--- config.mk ---
export PLATFORM = sky130hd
export DESIGN_NAME = cpu_run_dump_ctrl_flat
export DESIGN_NICKNAME = d
export VERILOG_FILES = /design/src/rtl/cpu_run_dump_ctrl_if.sv /design/src/rtl/cpu_run_dump_ctrl.sv /design/src/flat_wrapper.sv
export SDC_FILE = /design/constraint.sdc
export NUM_CORES = 1
export LEC_CHECK = 0
export ABC_AREA = 1
export CAP_MARGIN = 20
export CELL_PAD_IN_SITES_DETAIL_PLACEMENT = 0
export CELL_PAD_IN_SITES_GLOBAL_PLACEMENT = 1
export CORE_MARGIN = 8
export CORE_UTILIZATION = 28
export DETAILED_ROUTE_END_ITERATION = 8
export PLACE_DENSITY_LB_ADDON = 0.1
export SLEW_MARGIN = 20
export SYNTH_ARGS = -nofsm -noshare
export SYNTH_HDL_FRONTEND = slang
export SYNTH_SLANG_ARGS = --single-unit
--- constraint.sdc ---
create_clock -name clk -period 2.4 [get_ports clk]
set_input_delay 0.6 -clock clk [delete_from_list [all_inputs] [get_ports clk]]
set_output_delay 0.6 -clock clk [all_outputs]
set_load 0.1 [all_outputs]
--- src/rtl/cpu_run_dump_ctrl_if.sv ---
// Dump stream between the run/dump controller and its consumer.
// Each beat carries one word, tagged as a register (kind 0) or a memory word (kind 1).
interface cpu_run_dump_ctrl_if #(
  parameter int DATA_WIDTH = 32,
  parameter int IDX_W      = 6
);
  logic                  out_valid;
  logic                  out_ready;
  logic                  out_kind;
  logic [IDX_W-1:0]      out_index;
  logic [DATA_WIDTH-1:0] out_data;

  modport master (
    output out_valid,
    output out_kind,
    output out_index,
    output out_data,
    input  out_ready
  );

  modport slave (
    input  out_valid,
    input  out_kind,
    input  out_index,
    input  out_data,
    output out_ready
  );
endinterface

--- src/rtl/cpu_run_dump_ctrl.sv ---
// Run/dump controller for the single-cycle MIPS harness.
// Gates the CPU for a programmed number of cycles (or until a halt request),
// then streams out the register file and the data memory one word per beat.
module cpu_run_dump_ctrl #(
  parameter int DATA_WIDTH = 32,
  parameter int REG_COUNT  = 32,
  parameter int MEM_WORDS  = 64,
  parameter int CYCLE_W    = 32,
  parameter int IDX_W      = $clog2((REG_COUNT > MEM_WORDS) ? REG_COUNT : MEM_WORDS),
  parameter int RA_W       = $clog2(REG_COUNT)
) (
  input  logic                  clk,
  input  logic                  reset,
  input  logic                  start,
  input  logic [CYCLE_W-1:0]    cycle_limit,
  input  logic                  halt_req,
  output logic                  cpu_en,
  output logic [RA_W-1:0]       dbg_reg_a,
  input  logic [DATA_WIDTH-1:0] dbg_reg_rd,
  output logic [31:0]           dbg_mem_a,
  input  logic [DATA_WIDTH-1:0] dbg_mem_rd,
  cpu_run_dump_ctrl_if.master   dump,
  output logic                  busy,
  output logic                  done,
  output logic [CYCLE_W-1:0]    cycles_run
);

  localparam logic [2:0] S_IDLE  = 3'd0;
  localparam logic [2:0] S_RUN   = 3'd1;
  localparam logic [2:0] S_DREG  = 3'd2;
  localparam logic [2:0] S_DMEM  = 3'd3;
  localparam logic [2:0] S_DONE  = 3'd4;

  localparam logic [IDX_W-1:0] REG_LAST = IDX_W'(REG_COUNT - 1);
  localparam logic [IDX_W-1:0] MEM_LAST = IDX_W'(MEM_WORDS - 1);

  logic [2:0]         state_q, state_d;
  logic [IDX_W-1:0]   idx_q, idx_d;
  logic [CYCLE_W-1:0] cyc_q, cyc_d;
  logic [CYCLE_W-1:0] limit_q, limit_d;

  logic in_run, in_dreg, in_dmem, beat_hs;

  assign in_run  = (state_q == S_RUN);
  assign in_dreg = (state_q == S_DREG);
  assign in_dmem = (state_q == S_DMEM);
  assign beat_hs = (in_dreg || in_dmem) && dump.out_ready;

  // Next-state, index, cycle counter and latched limit
  always_comb begin
    state_d = state_q;
    idx_d   = idx_q;
    cyc_d   = cyc_q;
    limit_d = limit_q;
    case (state_q)
      S_IDLE, S_DONE: begin
        if (start) begin
          limit_d = cycle_limit;
          cyc_d   = '0;
          idx_d   = '0;
          state_d = (cycle_limit != '0) ? S_RUN : S_DREG;
        end
      end
      S_RUN: begin
        // A halted cycle has the CPU frozen, so it is not counted.
        if (halt_req) begin
          state_d = S_DREG;
          idx_d   = '0;
        end else begin
          if (cyc_q != limit_q) cyc_d = cyc_q + CYCLE_W'(1);
          if (cyc_d == limit_q) begin
            state_d = S_DREG;
            idx_d   = '0;
          end
        end
      end
      S_DREG: begin
        if (beat_hs) begin
          if (idx_q == REG_LAST) begin
            state_d = S_DMEM;
            idx_d   = '0;
          end else begin
            idx_d = idx_q + IDX_W'(1);
          end
        end
      end
      S_DMEM: begin
        if (beat_hs) begin
          if (idx_q == MEM_LAST) state_d = S_DONE;
          else                   idx_d   = idx_q + IDX_W'(1);
        end
      end
      default: state_d = S_IDLE;
    endcase
  end

  // State registers with synchronous reset; reset aborts any run or dump
  always_ff @(posedge clk) begin
    if (reset) begin
      state_q <= S_IDLE;
      idx_q   <= '0;
      cyc_q   <= '0;
      limit_q <= '0;
    end else begin
      state_q <= state_d;
      idx_q   <= idx_d;
      cyc_q   <= cyc_d;
      limit_q <= limit_d;
    end
  end

  // Combinational outputs; the CPU is frozen outside RUN so dump data is stable
  assign cpu_en     = in_run && !halt_req;
  assign busy       = in_run || in_dreg || in_dmem;
  assign done       = (state_q == S_DONE);
  assign cycles_run = cyc_q;

  assign dbg_reg_a  = in_dreg ? idx_q[RA_W-1:0] : '0;
  assign dbg_mem_a  = in_dmem ? {{(30-IDX_W){1'b0}}, idx_q, 2'b00} : 32'd0;

  assign dump.out_valid = in_dreg || in_dmem;
  assign dump.out_kind  = in_dmem;
  assign dump.out_index = idx_q;
  assign dump.out_data  = in_dmem ? dbg_mem_rd : (in_dreg ? dbg_reg_rd : '0);

endmodule

--- src/flat_wrapper.sv ---
// flat-port wrapper written by rule: the top's interface ports become plain ports
module cpu_run_dump_ctrl_flat 
#(
  parameter int DATA_WIDTH = 32,
  parameter int REG_COUNT  = 32,
  parameter int MEM_WORDS  = 64,
  parameter int CYCLE_W    = 32,
  parameter int IDX_W      = $clog2((REG_COUNT > MEM_WORDS) ? REG_COUNT : MEM_WORDS),
  parameter int RA_W       = $clog2(REG_COUNT)
)
  (clk, reset, start, cycle_limit, halt_req, cpu_en, dbg_reg_a, dbg_reg_rd, dbg_mem_a, dbg_mem_rd, busy, done, cycles_run, dump_out_valid, dump_out_kind, dump_out_index, dump_out_data, dump_out_ready);
  cpu_run_dump_ctrl_if #(.DATA_WIDTH(DATA_WIDTH), .IDX_W(IDX_W)) dump_i ();
  input  logic clk;
  input  logic reset;
  input  logic start;
  input  logic [CYCLE_W-1:0] cycle_limit;
  input  logic halt_req;
  output logic cpu_en;
  output logic [RA_W-1:0] dbg_reg_a;
  input  logic [DATA_WIDTH-1:0] dbg_reg_rd;
  output logic [31:0] dbg_mem_a;
  input  logic [DATA_WIDTH-1:0] dbg_mem_rd;
  output logic busy;
  output logic done;
  output logic [CYCLE_W-1:0] cycles_run;
  output wire logic [$bits(dump_i.out_valid)-1:0] dump_out_valid;
  output wire logic [$bits(dump_i.out_kind)-1:0] dump_out_kind;
  output wire logic [$bits(dump_i.out_index)-1:0] dump_out_index;
  output wire logic [$bits(dump_i.out_data)-1:0] dump_out_data;
  input wire logic [$bits(dump_i.out_ready)-1:0] dump_out_ready;
  assign dump_out_valid = dump_i.out_valid;
  assign dump_out_kind = dump_i.out_kind;
  assign dump_out_index = dump_i.out_index;
  assign dump_out_data = dump_i.out_data;
  assign dump_i.out_ready = dump_out_ready;
  cpu_run_dump_ctrl #(.DATA_WIDTH(DATA_WIDTH), .REG_COUNT(REG_COUNT), .MEM_WORDS(MEM_WORDS), .CYCLE_W(CYCLE_W), .IDX_W(IDX_W), .RA_W(RA_W)) u_core (.clk(clk), .reset(reset), .start(start), .cycle_limit(cycle_limit), .halt_req(halt_req), .cpu_en(cpu_en), .dbg_reg_a(dbg_reg_a), .dbg_reg_rd(dbg_reg_rd), .dbg_mem_a(dbg_mem_a), .dbg_mem_rd(dbg_mem_rd), .dump(dump_i), .busy(busy), .done(done), .cycles_run(cycles_run));
endmodule
### Sequential cells colored by netlist name, run 1

Drawn at 2 px/µm. Other sequential cells in the stronger gray, the rest of the logic in the fainter gray.
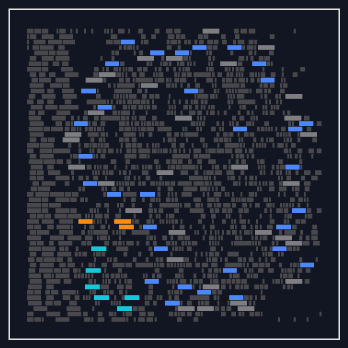
Blue is u_core.limit_q, placed flops 32, where widely spread. Cyan is u_core.dump.out_index, placed flops 6, where south-west. Orange is u_core.state_q, placed flops 3.
Another 32 sequential cells are not colored.
reported sequential group power: 1.64 mW
register cell area after layout: 0.00160 mm²
register share of the cell area: 13.4%

### Clock nets, run 1

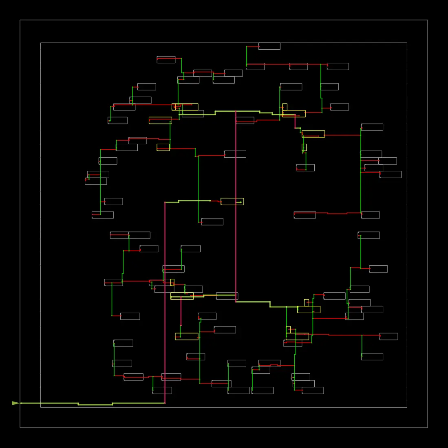
clock network power consumption: 1.28 mW
number of CTS-inserted buffers: 9
clk_buf instances: 12

### M2 wires, run 1

Drawn at 2 px/µm.
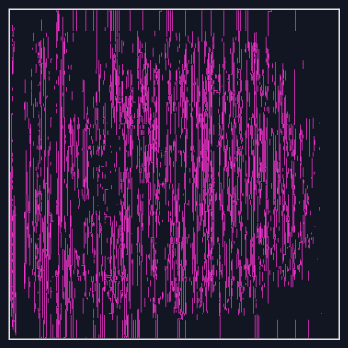
1286 nets have wire on it. The wires run mostly vertical. The layer holds 50% of the routed length. The layer carries 14400 µm of wire. The longest straight run is 101 µm.
GR Layer Usage met2: 37.8%
Total Wirelength: 28900 µm

==> run 1: worst max-delay path: stages (launching register included) <==
cell,delay [ns]
dfxtp_4,0.39
ha_4,0.16
nand2_4,0.05
nor2_4,0.12
nand2_4,0.10
buf_6,0.13
nor2_4,0.15
nand3_2,0.08
xor2_1,0.14
nand2_1,0.11
buf_6,0.13
nand2_2,0.06
nand2_1,0.05
nand2_1,0.08
nand2_2,0.07
nor2_4,0.13
nand2_2,0.09
nor2_2,0.10
nand2_2,0.09
nand2_4,0.11
nand3_4,0.13
nand2_2,0.09
nand2_1,0.04
nor2_1,0.08
==> run 1: cell usage in the layout (no fill, tap or decap), drive strengths merged, types with 5 or more instances in the layout <==
cell type / instances
a21oi: 59
a22o: 32
buf: 355
clkbuf: 14
clkdlybuf4s50: 100
clkinv: 5
conb: 26
dfxtp: 73
inv: 101
nand2: 359
nand3: 113
nand3b: 8
nand4: 10
nor2: 116
nor3: 10
nor4: 9
o21ai: 35
xnor2: 24
xor2: 18
==> run 1: cells by family after synthesis <==
logic type      Yosys count  synth area share, %
simple gates            626                 44.2
buf+inv                 176                 13.2
compound gates          128                 12.4
flops                    73                 23.7
xor+xnor                 42                 5.98
fa+ha+maj                 2                0.407
other cells               1               0.0609
==> run 1: layout make-up <==
| type | instances | area (µm²) |
|---|---|---|
| Inverter | 102 | 388 |
| Timing Repair Buffer | 457 | 4530 |
| Tap cell | 280 | 350 |
| Fill cell | 2130 | 9760 |
| Clock inverter | 4 | 20.0 |
| Multi-Input combinational cell | 825 | 4800 |
| Sequential cell | 73 | 1600 |
| Clock buffer | 12 | 246 |
==> run 1: timing repair <==
| item | in CTS | in global routing |
|---|---|---|
| endpoints found under the setup margin | 45 | 42 |
| buffers inserted | 9 | 20 |
| gates cloned | 3 | 2 |
| pin swaps | 16 | 49 |
| resized | 28 | 79 |
==> run 1: flip-flops by register name, summed over array words and instances (netlist names) <==
name / count
u_core.cycles_run: 32
u_core.dump.out_index: 6
u_core.limit_q: 32
u_core.state_q: 3
==> run 1: per-stage QoR <==
| stage | power (mW) | worst slack (ns) | hold WS, ns | setup TNS (ns) | area [µm²] |
|---|---|---|---|---|---|
| final | 10.6 | -0.353 | 0.507 | -2.94 | 11900 |
| after detailed placement | 8.76 | -0.629 | 0.505 | -5.50 | 11000 |
| after global routing | 11.1 | -0.537 | 0.530 | -4.59 | 11900 |
| after CTS | 10.3 | -0.397 | 0.515 | -3.35 | 11500 |
| after global placement | 8.76 | -0.645 | 0.505 | -5.56 | 11000 |
| after floorplan | 6.15 | -0.132 | 0.444 | -1.18 | 6980 |
==> run 1: synthesized netlist by cell type (2+ instances only) <==
cell / n
a21oi_1: 59
a22o_1: 32
buf_2: 17
buf_4: 28
buf_6: 3
clkbuf_1: 26
dfxtp_1: 73
ha_1: 2
inv_1: 92
inv_2: 9
nand2_1: 356
nand3_1: 101
nand3_2: 11
nand3b_1: 8
nand4_1: 10
nor2_1: 109
nor2_2: 4
nor2_4: 2
nor3_1: 7
nor3_2: 3
nor4_1: 9
o21ai_0: 34
xnor2_1: 24
xor2_1: 18
==> results.tsv <==
metric	value	unit
detailed-route wire length on metal 1	11800	µm
Area leader share	23.7	%
largest area contributor in the synthesized netlist	dfxtp_1	
highest routed metal layer	met4	
switching pwr	5.53	mW
crit path launch type	flip-flop	
CTS root buf	clkbuf_16	
std cell rows	54	
predominant post-synthesis flop cell	dfxtp_1	
global routing usage on met3	6.59	%
global-route wire length before repair	44400	µm
CTS tree	done	
count of nets left with antenna violations after detail routing	0	
number of clock sinks	73	
setup violation total in the final timing report	9	
Post-Syn Area per Cell	5.87	µm²
internal power component	5.08	mW
violations in the final reports	setup timing	
Congestion Overflow GR	0	
Hold Path Sink	u_core.limit_q[18]	
detailed router's first-iteration violation count	483	
RR Startpoint	u_core.cycles_run[0]	
met1 Resource Use GR	24.0	%
FP Core Util	28.4	%
endpoint kind of the worst setup timing path	flip-flop	
area of the mapped netlist	0.00615	mm²
Hold Path Cell Cnt	2	
arrival time of the worst setup path	3.03	ns
Antenna Diode Count	0	
number of hold-repair buffers added at the cts stage	0	
Die Ht	164	µm
crit path setup slack, layout	-0.353	ns
combinational fraction of design power	72.4	%
Comb. pwr	7.68	mW
area grow syn2layout	93.9	%
die area	0.0270	mm²
outcome	finished with violations	
Max Clock Skew	0.00661	ns
Power figures rest on the tool's default switching activity, not on a simulated workload.
